--- src/rtl/iiitb_cg_pkg.sv ---
// Shared definitions for the clock-gating enable generator:
// controller state encoding and default counter widths.
package iiitb_cg_pkg;

    typedef enum logic [1:0] {
        ST_RUN   = 2'd0,
        ST_DRAIN = 2'd1,
        ST_SLEEP = 2'd2,
        ST_WAKE  = 2'd3
    } cg_state_e;

    localparam int DEF_CNT_W  = 4;
    localparam int DEF_STAT_W = 16;

endpackage

--- src/rtl/iiitb_sat_cnt.sv ---
// Saturating up-counter with synchronous clear; holds at all-ones instead of wrapping.
module iiitb_sat_cnt #(
    parameter int W = 16
) (
    input  logic         clk,
    input  logic         reset,
    input  logic         clr,
    input  logic         inc,
    output logic [W-1:0] cnt
);

    logic [W-1:0] cnt_q;
    logic [W-1:0] cnt_d;

    always_comb begin
        cnt_d = cnt_q;
        if (clr) begin
            cnt_d = '0;
        end else if (inc && (cnt_q != {W{1'b1}})) begin
            cnt_d = cnt_q + W'(1);
        end
    end

    always_ff @(posedge clk) begin
        if (reset) begin
            cnt_q <= '0;
        end else begin
            cnt_q <= cnt_d;
        end
    end

    assign cnt = cnt_q;

endmodule

--- src/rtl/iiitb_cg_ctrl.sv ---
// Clock-gate enable generator: drops the ICG enable after an idle interval,
// restores it on activity, and only raises ready once the gated clock is stable.
module iiitb_cg_ctrl
    import iiitb_cg_pkg::*;
#(
    parameter int IDLE_CYCLES = 8,
    parameter int WAKE_CYCLES = 2,
    parameter int CNT_W       = DEF_CNT_W,
    parameter int STAT_W      = DEF_STAT_W
) (
    input  logic              clk,
    input  logic              reset,
    input  logic              act,
    input  logic              force_on,
    output logic              en,
    output logic              ready,
    output logic              sleep,
    output logic [STAT_W-1:0] gated_cnt
);

    localparam logic [CNT_W-1:0] IDLE_LAST = CNT_W'(IDLE_CYCLES - 1);
    localparam logic [CNT_W-1:0] WAKE_LAST = CNT_W'(WAKE_CYCLES - 1);

    cg_state_e        state_q, state_d;
    logic [CNT_W-1:0] idle_cnt_q, idle_cnt_d;
    logic [CNT_W-1:0] wake_cnt_q, wake_cnt_d;
    logic             en_q, en_d;
    logic             ready_q, ready_d;
    logic             sleep_q, sleep_d;
    logic             wake;
    logic             gate_inc;

    assign wake = act | force_on;

    always_comb begin
        state_d    = state_q;
        idle_cnt_d = idle_cnt_q;
        wake_cnt_d = wake_cnt_q;
        en_d       = en_q;
        ready_d    = ready_q;
        sleep_d    = sleep_q;
        gate_inc   = 1'b0;

        case (state_q)
            ST_RUN: begin
                en_d    = 1'b1;
                ready_d = 1'b1;
                sleep_d = 1'b0;
                // Activity on the terminal edge wins: the idle run simply restarts.
                if (wake) begin
                    idle_cnt_d = '0;
                end else if (idle_cnt_q == IDLE_LAST) begin
                    state_d    = ST_DRAIN;
                    ready_d    = 1'b0;
                    idle_cnt_d = '0;
                end else begin
                    idle_cnt_d = idle_cnt_q + CNT_W'(1);
                end
            end
            ST_DRAIN: begin
                if (wake) begin
                    state_d = ST_RUN;
                    ready_d = 1'b1;
                end else begin
                    state_d = ST_SLEEP;
                    en_d    = 1'b0;
                    sleep_d = 1'b1;
                end
            end
            ST_SLEEP: begin
                if (wake) begin
                    state_d    = ST_WAKE;
                    en_d       = 1'b1;
                    sleep_d    = 1'b0;
                    wake_cnt_d = '0;
                end else begin
                    gate_inc = 1'b1;
                end
            end
            ST_WAKE: begin
                // Fixed settle time with the clock running; inputs cannot shorten it.
                if (wake_cnt_q == WAKE_LAST) begin
                    state_d    = ST_RUN;
                    ready_d    = 1'b1;
                    wake_cnt_d = '0;
                end else begin
                    wake_cnt_d = wake_cnt_q + CNT_W'(1);
                end
            end
            default: begin
                state_d = ST_RUN;
                en_d    = 1'b1;
                ready_d = 1'b1;
                sleep_d = 1'b0;
            end
        endcase
    end

    always_ff @(posedge clk) begin
        if (reset) begin
            state_q    <= ST_RUN;
            idle_cnt_q <= '0;
            wake_cnt_q <= '0;
            en_q       <= 1'b1;
            ready_q    <= 1'b1;
            sleep_q    <= 1'b0;
        end else begin
            state_q    <= state_d;
            idle_cnt_q <= idle_cnt_d;
            wake_cnt_q <= wake_cnt_d;
            en_q       <= en_d;
            ready_q    <= ready_d;
            sleep_q    <= sleep_d;
        end
    end

    iiitb_sat_cnt #(
        .W(STAT_W)
    ) u_gated_cnt (
        .clk  (clk),
        .reset(reset),
        .clr  (1'b0),
        .inc  (gate_inc),
        .cnt  (gated_cnt)
    );

    assign en    = en_q;
    assign ready = ready_q;
    assign sleep = sleep_q;

endmodule

--- config.mk ---
export PLATFORM = sky130hd
export DESIGN_NAME = iiitb_cg_ctrl
export DESIGN_NICKNAME = d
export VERILOG_FILES = /design/src/rtl/iiitb_cg_pkg.sv /design/src/rtl/iiitb_sat_cnt.sv /design/src/rtl/iiitb_cg_ctrl.sv
export SDC_FILE = /design/constraint.sdc
export NUM_CORES = 1
export LEC_CHECK = 0
export ABC_AREA = 1
export CAP_MARGIN = 40
export CELL_PAD_IN_SITES_DETAIL_PLACEMENT = 1
export CELL_PAD_IN_SITES_GLOBAL_PLACEMENT = 1
export CORE_MARGIN = 1
export CORE_UTILIZATION = 38
export CTS_BUF_LIST = sky130_fd_sc_hd__clkbuf_16
export DETAILED_ROUTE_END_ITERATION = 8
export PLACE_DENSITY_LB_ADDON = 0.1
export SLEW_MARGIN = 20
export SYNTH_ARGS = -nofsm -noshare
export SYNTH_HDL_FRONTEND = slang
export SYNTH_SLANG_ARGS = --single-unit
--- constraint.sdc ---
create_clock -name clk -period 1.5 [get_ports clk]
set_input_delay 0.15 -clock clk [delete_from_list [all_inputs] [get_ports clk]]
set_output_delay 0.15 -clock clk [all_outputs]
set_load 0.02 [all_outputs]
==> run_1/clock_wires.png <==
The bar under the picture is 20 µm long.
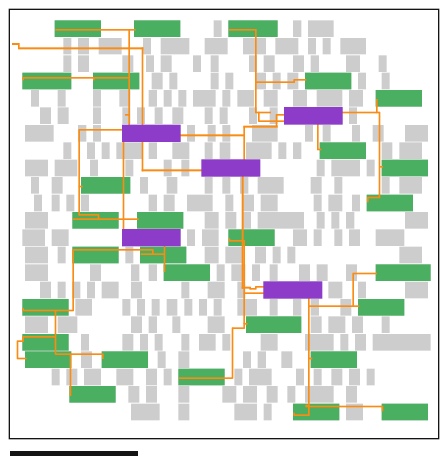
[green] flip-flops | count: 29
[orange] clock wires | length: 445 µm
[purple] clock-net drivers | count: 5
routed clock nets: 6

==> run_1/gates.png <==
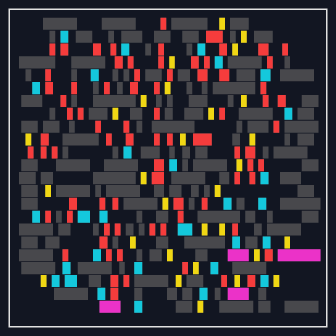
| colour | family | cells | most used |
|---|---|---|---|
| magenta | fa/ha/maj cells | 4 | ha_1 |
| red | nand cells | 78 | nand2_1 |
| yellow | inv cells | 29 | inv_1 |
| cyan | aoi and oai cells | 29 | a21oi_1 |

==> run_1/class_map.png <==
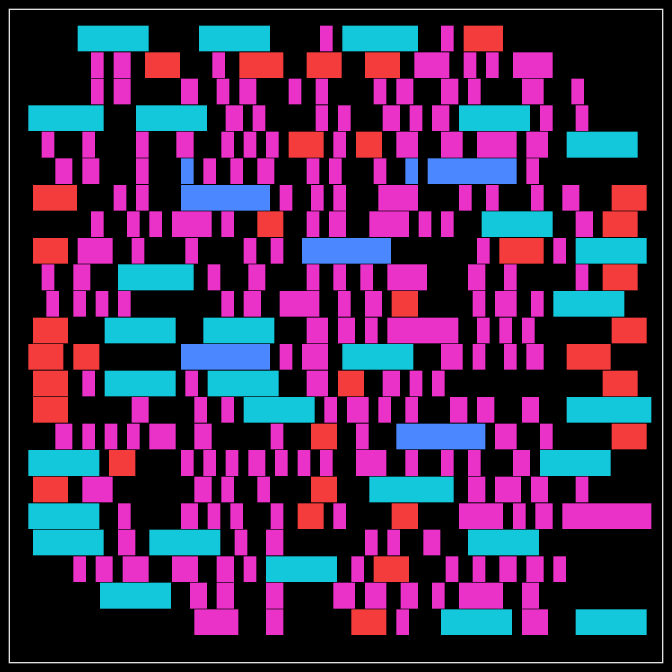
| colour | class | cells | share of their area |
|---|---|---|---|
| cyan | registers | 29 | 29% |
| red | remaining buffers and delay cells | 33 | 15% |
| blue | clock drivers and dummy loads | 7 | 6.4% |
| magenta | remaining logic cells | 204 | 49% |

==> run_1/clock_nets.png <==
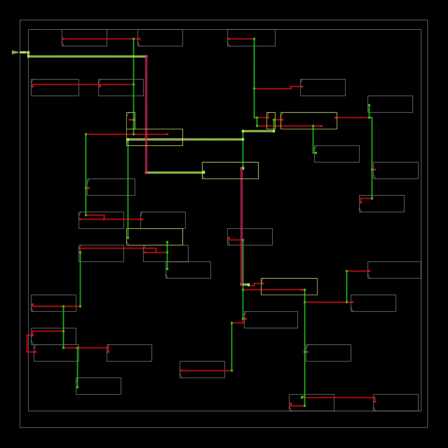
Fin Clk Skew: 0.00299 ns
Skew-Pair Late Insertion Delay: 0.27 ns
clk pwr: 0.000914 W
# clock sinks: 29

## run 1: worst min-delay path by stage
stage | slack (ns) | cells after the start | end | from
after floorplan | 0.22 | 1 | idle_cnt_q[1] | reset
after global placement | 0.45 | 2 | sleep | sleep
after detailed placement | 0.46 | 2 | sleep | sleep
after CTS | 0.47 | 2 | sleep | sleep
after global routing | 0.49 | 1 | en | en
final | 0.46 | 2 | sleep | sleep
## run 1: per-layer routing
layer  share of wire [%]  routed length, µm  up-vias  track usage [%]
met2                  46               1910       23             31.1
li1                    -                  -      827                -
met5                   0                  0        -                0
met1                  50               2100      757             26.9
met3                 2.7                115        6             4.28
met4                 1.3                 54        0             7.18
## run 1: kinds of logic after synthesis
logic type / synth area share, %
buf+inv: 8.22
simple gates: 41.6
flops: 36.3
fa+ha+maj: 3.13
compound gates: 10.7
==> job_summary.md, run 1 <==
### Flow metrics

| Metric | Value |
|---|---|
| Top-area cell type share of the netlist area | 36.3% |
| Seq pwr share | between 40% and 50% |
| Slew Limit Fails | 0 |
| Layout non-clock buf frac | ~15% |
| Critical Path RT | 1.35 ns |
| Non-clk invs | 29 |
| Die Area | 0.00447 mm² |
| Worst Setup Start Kind | flip-flop |
| R2r startpoint | u_gated_cnt.cnt[0] |
| Final non-filler cell total | 323 |
| Hold buffer count at CTS | 0 |
| Power density over the cells | 822 mW/mm² |
| Ant diodes | 0 |
| Chip Area, Yosys | 0.00160 mm² |
| Vias in the first global route | about 1500 |
| GRT overflow | 0 |
| Top-level I/O count | 23 |
| Crit share post-route | between 90% and 100% |
| Most frequent logic cells in the routed design | nand2_1, nor2_1, inv_1, dfxtp_1, clkdlybuf4s50_1 |
| Switching part of the total | roughly a fifth |
| Final hold vios | 0 |
| FP Rows | 23 |
| Seq power | 0.000773 W |
| Flop count | 29 |
| Largest delay contributor family on the critical path | buffers and inverters |
| Status | completed |
| Distinct lib cells used | 28 |
| # Cells Yosys | ~240 |
| First DRT Iteration DRCs | 73 |
| GRT Total Usage | about 20% |
| DRC Markers | 0 |
| Peak Freq | 691 MHz |
| CTS max path bufs | 2 |
| CP Depth | 1 |
| Switch Pwr | 0.000359 W |
| Die y size | 66.8 µm |
| Post-CTS setup buffer count | 0 |
| Synth area leader | dfxtp_1 |
| Reg-to-reg slack, setup | 0.05 ns |
| Asr flop ratio synth | 0% |
| FF-to-FF End | u_gated_cnt.cnt[12] |
| Number of enable flip-flop cells | 0 |
| First-pass GRT wire length | 6.69 mm |
| Top cells by area | dfxtp_1, nand2_1, nor2_1, inv_1, nand3_1 |
| Drt pass-1 iters | 4 |
| Core Area | 0.00403 mm² |
| Mapped Area | approximately 0.0016 mm² |
| Post-DP Area | 0.00193 mm² |
| Critical path arrival | 1.30 ns |
| Post-route minimum period | around 1.4 ns |
| Pint | 0.00139 W |
| Seq/total area | around 28% |
| Leak | 0.927 nW |
| Max cap viols | 0 |
| Post-Syn Instances | 237 |
| Final Setup Violations | 0 |
| Largest cell class | logic gates |
| Largest power group | clock |
| Flop area | between 500 and 600 µm² |
| Comb area share | 42.9% |
| MI comb area | 911 µm² |
| TritonCTS clock tree | yes |
| Stage-log warning count | 27 |
| Inst Count DP | 314 |
| Share of layout cells above drive strength 1 | between 10% and 20% |
| PostCTS Resize Cnt | 0 |
| Pre-Place Util | 39.7% |
| Pre-CTS setup slack | -0.0739 ns |
==> run_1/ff_map.png <==
Other sequential cells in the stronger grey, the rest of the logic in the fainter grey.
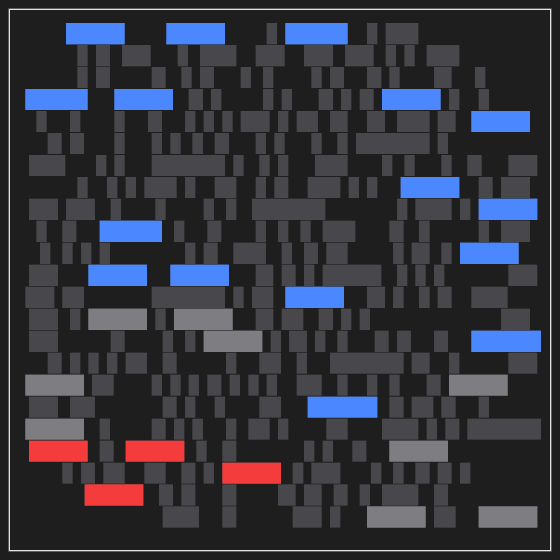

==> inputs of run 2 (changes only) <==
- CTS_BUF_LIST: sky130_fd_sc_hd__clkbuf_16 -> default
- PLACE_DENSITY: default -> 0.84
- PLACE_DENSITY_LB_ADDON: 0.1 -> default
==> run_2/ff_map.png <==
Other sequential cells in the stronger grey, the rest of the logic in the fainter grey.
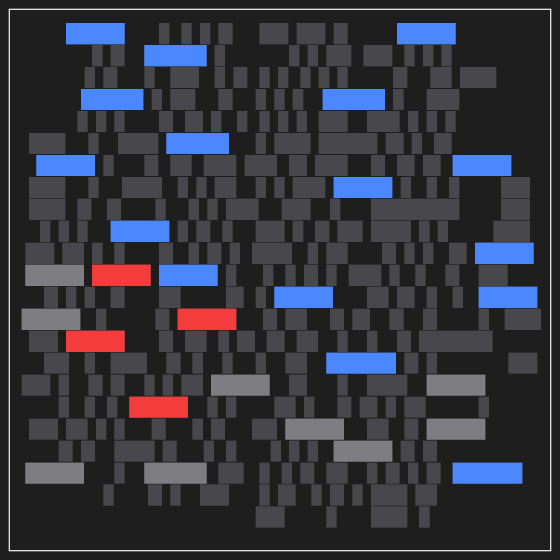
| colour | signal | sequential cells |
|---|---|---|
| blue | `u_gated_cnt.cnt` | 16 |
| red | `idle_cnt_q` | 4 |
not coloured: 9

==> run_2/clock_wires.png <==
The bar under the picture is 20 µm long.
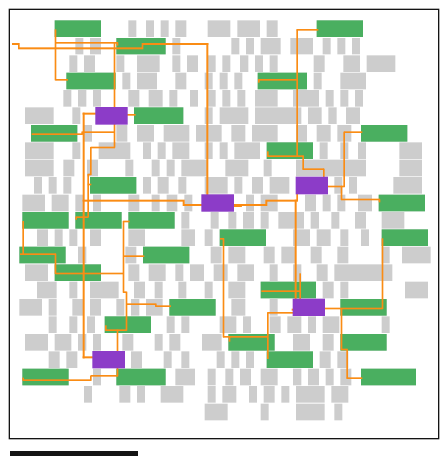
[green] flip-flops | count: 29
[orange] clock wires | length: 458 µm
[purple] clock-net drivers | count: 5
flops lie: all over the die

==> run 2 against run 1 <==
Effect of this change:
- register-to-register slack better by 0.04 ns
- utilization up 0.78 points
- worst setup slack worse by 0.0022 ns
- non-clock buffer count up 2
- clock power down 7.3%
- highest routed layer unchanged
- design area up 1.5%
- sequential share of layout area down 0.29 points
==> job_summary.md, run 2 <==
### Flow metrics

| Metric | Value |
|---|---|
| GRT Total Usage | 20.6% (+0.53 points) |
| Distinct lib cells used | 28 (unchanged) |
| Pre-CTS setup slack | -0.0858 ns (-0.0120 ns) |
| Initial antenna violation count | 0 |
| Seq/Total Area, Yosys | 36.3% |
| Layout non-clock buf frac | 15.7% (+0.77 points) |
| WL per Instance | about 13 µm |
| Comb area share | 43.4% (+0.48 points) |
| Pre-Place Util | 39.7% (unchanged) |
| Synth Area in XOR/XNOR | 0% (unchanged) |
| Post-Syn Instances | 237 (unchanged) |
| Seq power | 0.000771 W (about the same) |
| DRC Markers | 0 (unchanged) |
| Worst-path clk slew | 0.06 ns |
| Top-level I/O count | 23 (unchanged) |
| Final Setup Violations | 0 (unchanged) |
| Worst path cell trace | clkdlybuf4s50_1 |
| Leak | 1.01 nW (+8.8%) |
| Maximum fanout along the worst path | 5 |
| Asr flop ratio synth | 0% (unchanged) |
| Setup TNS | 0 ns |
| Critical Path RT | 1.35 ns (about the same) |
| Max reg flops | 16 |
| Tapcell count | 50 |
| Number of I/O port buffers | 22 |
| Mapped Area | 0.00160 mm² (unchanged) |
| Flop area | 594 µm² (+0.42%) |
| Fin Clk Skew | 0.00417 ns (+0.00118 ns) |
| Simple-Gate Fraction of Synth Area | 41.6% (unchanged) |
| Top-area cell type share of the netlist area | 36.3% (unchanged) |
| Comb area leader | simple AND/OR/NAND/NOR gates |
| Share of layout cells above drive strength 1 | 20.3% (+4.5 points) |
| Mean Syn Cell Area | approximately 6.7 µm² |
| Nets | approximately 280 |
| RSZ-0062 raised after global routing | true |
| Hold buffer count at CTS | 0 (unchanged) |
| Slew headroom | 77.6% |
| Flop count | 29 (unchanged) |
| Pin count of the biggest net entering global routing | 13 |
| Max cap viols | 0 (unchanged) |
| Ant diodes | 0 (unchanged) |
| Peak Freq | 690 MHz (-0.15%) |
| Fill count | 530 |
| Pint | 0.00133 W (-3.7%) |
| TritonCTS clock tree | yes |
| Status | completed |
| DR top layer | met4 |
| Die Width | 66.8 µm |
| First DRT Iteration DRCs | 78 (+6.8%) |
| Synth area leader | dfxtp_1 |
| Final hold vios | 0 (unchanged) |
| Routability cong. | 0.852 |
| Max IR drop VDD | 0.547 mV |
| First-pass GRT wire length | 6.80 mm (+1.5%) |
| Nonclk buf count | 35 |
| WL met1 | 2.05 mm (-2.4%) |
| Seq pwr share | 46.0% (+1.7 points) |
| Largest power group | clock |
| Chip Area, Yosys | 0.00160 mm² (unchanged) |
| Skew-Pair Late Insertion Delay | 0.28 ns (about the same) |
| Cell area after layout | around 0.0022 mm² |
| Vias in the first global route | 1481 (-1.3%) |
| Comb power | approximately 0.000057 W |
| Largest cell class | logic gates |
| Final non-filler cell total | 326 (+0.93%) |
| PostCTS Resize Cnt | 1 (+1) |
| HPWL Detailed | about 3.1 mm |
| Post-CTS setup buffer count | 0 (unchanged) |
| CTS max path bufs | 2 (unchanged) |
| Post-route minimum period | 1.45 ns (+0.00221 ns) |
| H-tree depth | 2 |
| Post-DP Area | 0.00194 mm² (+0.78%) |
| Met3 WL | 164 µm (+43%) |
| Adder Share, Synth | 3.13% (unchanged) |
| CLK BUF | 7 |
| Non-clk invs | 29 (unchanged) |
| Stage-log warning count | 28 (+3.7%) |
| Routed met2 length | 1.92 mm (+0.42%) |
| Total power | 0.00168 W |
| Core Area | 0.00403 mm² (unchanged) |
| Switching part of the total | 20.4% (-0.18 points) |
| Slew Limit Fails | 0 (unchanged) |
| # Cells Yosys | 237 (unchanged) |
| Post-synth mux share | 0% (unchanged) |
| Mi-comb count | 175 |
| # clock sinks | 29 (unchanged) |
| Critical path arrival | 1.30 ns (about the same) |
| Post-Syn Nets | 245 |
| Top cells by area | dfxtp_1, nand2_1, nor2_1, inv_1, nand3_1 |
| Largest delay contributor family on the critical path | buffers and inverters |
| Util after Layout | between 50% and 60% |
| Count leader, synth | nand2_1 |
| Switch Pwr | 0.000341 W (-4.8%) |
| GRT overflow | 0 (unchanged) |
| Clk root buf | clkbuf_8 |
| Final hold slack | between 0.4 and 0.5 ns |
| Drt pass-1 iters | 4 (unchanged) |
| Inst Count DP | 316 (+0.64%) |
| MI comb area | 935 µm² (+2.6%) |
| Most frequent logic cell in the layout | nand2_1 |
| Power density over the cells | 778 mW/mm² (-5.4%) |
| Most frequent logic cells in the routed design | nand2_1, nor2_1, inv_1, dfxtp_1, nand3_1 |
| Area fraction in compound gates | 10.7% (unchanged) |
| FP Rows | 23 (unchanged) |
| Seq/total area | 27.6% (-0.29 points) |
| Die y size | 66.8 µm (unchanged) |
| Clk pwr | 0.000847 W (-7.3%) |
| Crit share post-route | 96.7% (+0.15 points) |
| Number of enable flip-flop cells | 0 (unchanged) |
| Die Area | 0.00447 mm² (unchanged) |
| Worst Setup Start Kind | flip-flop |
-- run 2: cell counts after synthesis --
Identical to the previous run, type by type.
-- run 2: routing by layer --
layer  vias to the layer above  track usage (%)
met2                        28             31.3
met4                         0             9.57
met5                         -                0
li1                        839                -
met3                         9             4.62
met1                       740             27.1
-- run 2: final timing paths --
check | startpoint | end | cells past startpoint | slack (ns)
worst max-delay path | u_gated_cnt.cnt[12] | gated_cnt[12] | 1 | 0.05
worst min-delay path | sleep | sleep | 2 | 0.47
worst max register to register | u_gated_cnt.cnt[0] | u_gated_cnt.cnt[9] | 7 | 0.09
worst min register to register | sleep | sleep | 2 | 0.47
==> run_2/clock_nets.png <==
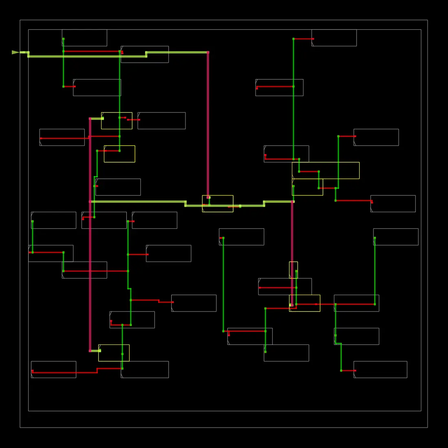

==> inputs of run 3 (changes only) <==
- CELL_PAD_IN_SITES_DETAIL_PLACEMENT: 1 -> default
- CELL_PAD_IN_SITES_GLOBAL_PLACEMENT: 1 -> default
- CORE_UTILIZATION: 38 -> 39
- CTS_CLUSTER_SIZE: default -> 16
- PLACE_DENSITY: 0.84 -> 0.65
==> run_3/clock_nets.png <==
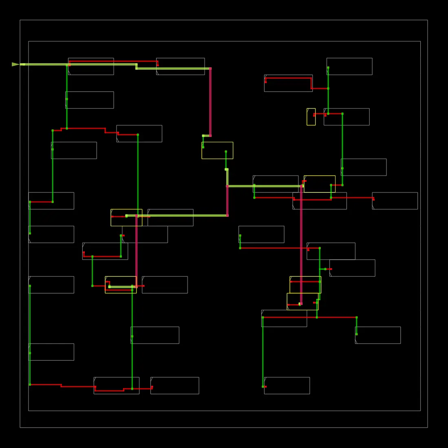
CLK BUF: 7
Fin Clk Skew: 0.00250 ns
CTS Buf Count: 5

==> run 3 against run 2 <==
Effect of this change:
- register-to-register slack lost 0.03 ns
- synthesized cell count did not move
- critical path depth did not move
- combinational power is 4.4% higher
- flip-flop count unchanged
- non-clock buffer count did not move
- first-iteration DRC count increased by 79%
- via count down 1.2%
- largest power group is now registers
- highest routed layer unchanged
==> job_summary.md, run 3 <==
### Flow metrics

| Metric | Value |
|---|---|
| Number of enable flip-flop cells | 0 (unchanged) |
| CP startpoint | u_gated_cnt.cnt[15] |
| Seq power | 0.000773 W (about the same) |
| Critical path arrival | 1.30 ns (about the same) |
| Simple-Gate Fraction of Synth Area | 41.6% (unchanged) |
| Via/cell ratio | about 4.9 |
| Peak Freq | 687 MHz (-0.32%) |
| End point of the critical path | gated_cnt[15] |
| Area fraction in compound gates | 10.7% (unchanged) |
| Setup TNS | 0 ns (unchanged) |
| Asr flop ratio synth | 0% (unchanged) |
| Most frequent logic cell in the layout | nand2_1 |
| Peak per-stage delay on the critical path | 0.63 ns |
| Core Area | 0.00380 mm² (-5.7%) |
| Synth Area in XOR/XNOR | 0% (unchanged) |
| Worst Setup Start Kind | flip-flop |
| DR top layer | met4 |
| Clk pwr | 0.000645 W (-24%) |
| Hold crit path type | flip-flop to flip-flop |
| First-pass GRT wire length | 6.35 mm (-6.6%) |
| First DRT Iteration DRCs | 140 (+79%) |
| Vias in the first global route | 1465 (-1.1%) |
| Top-area cell type share of the netlist area | 36.3% (unchanged) |
| Pre-Place Util | 42.1% (+2.4 points) |
| GRT Total Usage | 18.9% (-1.6 points) |
| Ys flops | 29 |
| Status | completed |
| Final hold vios | 0 (unchanged) |
| Inst Count DP | 313 (-0.95%) |
| Leak | 0.972 nW (-3.5%) |
| Pre-CTS setup slack | -0.0791 ns (+0.00679 ns) |
| Slowest-stage cell, CP | clkdlybuf4s50_1 |
| Reg-to-reg slack, setup | 0.06 ns (-0.03 ns) |
| Switching part of the total | 21.5% (+1.1 points) |
| Min-Delay Endpoint | sleep |
| Crit path kind | flip-flop to primary output |
| Comb area leader | simple AND/OR/NAND/NOR gates |
| Clk root buf | clkbuf_8 |
| Max reg flops | 16 (unchanged) |
| Post-DP Area | 0.00193 mm² (-0.52%) |
| Crit share post-route | 97.0% (+0.31 points) |
| Final non-filler cell total | 323 (-0.92%) |
| Worst Max-Slew Pin Slew | 0.324 ns |
| Grt peak-use layer | met2 |
| Post-route minimum period | 1.45 ns (+0.00462 ns) |
| Skew-Pair Late Insertion Delay | 0.28 ns (about the same) |
| FF-to-FF End | u_gated_cnt.cnt[10] |
| Met1 Use GR | 25.6% (-1.5 points) |
| Max IR drop VDD | 0.577 mV (+5.4%) |
| Most frequent logic cells in the routed design | nand2_1, nor2_1, inv_1, dfxtp_1, nand3_1 |
| Pin count of the biggest net entering global routing | 13 (unchanged) |
| # clock sinks | 29 (unchanged) |
| Seq pwr share | 52.3% (+6.3 points) |
| Number of I/O port buffers | 22 (unchanged) |
| FP Rows | 22 (-4.3%) |
| WL per Instance | 11.4 µm (-12%) |
| Util after Layout | 55.5% (+2.1 points) |
| Maximum fanout along the worst path | 4 (-1) |
| Total power | 0.00148 W (-12%) |
| Seq/Total Area, Yosys | 36.3% (unchanged) |
| Max cap viols | 0 (unchanged) |
| Top FF cell, synth | dfxtp_1 |
| Routability cong. | 0.848 (-0.43%) |
| Die Area | 0.00436 mm² (-2.5%) |
| Yosys warns | 0 |
| Pint | 0.00116 W (-13%) |
| Slew headroom | 78.3% (+0.70 points) |
| RSZ-0062 raised after global routing | true |
| Top cells by count | nand2_1, nor2_1, dfxtp_1 |
| Clock power frac | 43.7% |
| Initial antenna violation count | 0 (unchanged) |
| Post-Syn Nets | 245 (unchanged) |
| Top cells by area | dfxtp_1, nand2_1, nor2_1, inv_1, nand3_1 |
| Buffers & Inverters on Critical Path | 1 |
| R2r startpoint | u_gated_cnt.cnt[0] |
| Nets | 283 (unchanged) |
| Fill count | 385 (-27%) |
| Worst-path clk slew | 0.06 ns (about the same) |
| Final Setup Violations | 0 (unchanged) |
| Setup crit end kind | primary output |
| Drt pass-1 iters | 4 (unchanged) |
| Slew Limit Fails | 0 (unchanged) |
| Distinct lib cells used | 28 (unchanged) |
| Post-Route WL | 3.68 mm |
| M3 GR Usage | 4.66% (+0.032 points) |
| Mapped Area | 0.00160 mm² (unchanged) |
| CTS max path bufs | 2 (unchanged) |
| TritonCTS clock tree | yes |
| GRT met2 Usage | 29.0% (-2.4 points) |
| # Cells Yosys | 237 (unchanged) |
| Setup ws final | 0.0452 ns |
| Comb power | 0.0000597 W (+4.4%) |
| Ant diodes | 0 (unchanged) |
| Die Width | 66.0 µm (-1.3%) |
| Share of layout cells above drive strength 1 | 18.5% (-1.7 points) |
| Routed met2 length | 1.61 mm (-16%) |
| Comb pwr share | 4.0% |
| Worst Hold Depth | 2 (unchanged) |
| Remaining antenna violation count | 0 |
| Adder Share, Synth | 3.13% (unchanged) |
| Cell area after layout | 0.00211 mm² (-2.1%) |
| Switch Pwr | 0.000318 W (-6.8%) |
| Die y size | 66.0 µm (-1.3%) |
| WL met1 | 1.87 mm (-8.9%) |
| CP Depth | 1 (unchanged) |
| H-tree depth | 2 (unchanged) |
| Final hold slack | 0.464 ns (-0.00855 ns) |
| Chip Area, Yosys | 0.00160 mm² (unchanged) |
| Mean Syn Cell Area | 6.74 µm² (unchanged) |
| Vias | 1596 |
| Top-level I/O count | 23 (unchanged) |
| Synth area leader | dfxtp_1 |
| DRC Markers | 0 (unchanged) |
| Min-delay src | sleep |
| Worst path cell trace | clkdlybuf4s50_1 |
| HPWL Detailed | 2.64 mm (-15%) |
| Largest power group | registers |
| Area growth from synthesis to layout | 32.0% |
| Met3 WL | 154 µm (-6.1%) |
| Stage-log warning count | 28 (unchanged) |
| Largest delay contributor family on the critical path | buffers and inverters |
| Post-synth mux share | 0% (unchanged) |
| Critical Path RT | 1.35 ns (about the same) |
| Worst Reg2Reg Path Length in Cells | 8 (+1) |
| GRT overflow | 0 (unchanged) |
| Hold buffer count at CTS | 0 (unchanged) |
| Count leader, synth | nand2_1 |
| Power density over the cells | 701 mW/mm² (-9.9%) |
| Post-Syn Instances | 237 (unchanged) |
==> run_3/gates.png <==
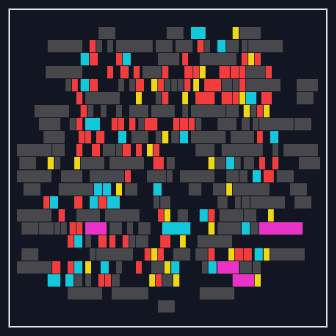
| colour | family | cells | most used |
|---|---|---|---|
| yellow | inv cells | 29 | inv_1 |
| magenta | fa/ha/maj cells | 4 | ha_1 |
| cyan | aoi and oai cells | 29 | a21oi_1 |
| red | nand cells | 78 | nand2_1 |

==> run 3: netlist changes by cell type in the layout (fill, tap and decap cells not counted), sizes merged <==
cell	change
bufinv	-1
dlygate4sd2	-1
clkdlybuf4s50	+1
==> run 3: logic make-up after synthesis <==
logic type,count (synthesis)
compound gates,31
fa+ha+maj,4
buf+inv,33
flops,29
simple gates,140
==> run 3: what timing repair did <==
action / CTS / global route
buffers inserted: 0 / 3
endpoints found under the setup margin: 0 / 21
hold endpoints to repair: 0 / 0
gates resized: 0 / 22
==> run 3: cell type report <==
cell class                 instances  area, µm²  share of cell area (%)
multi-input combinational        175        923                    43.8
sequential                        29        592                    28.1
timing repair buffer              35        339                    16.1
inverter                          29        109                    5.16
clock buffer                       7       86.3                    4.09
tap                               48       60.1                    2.85
Power and IR drop assume default switching activity.
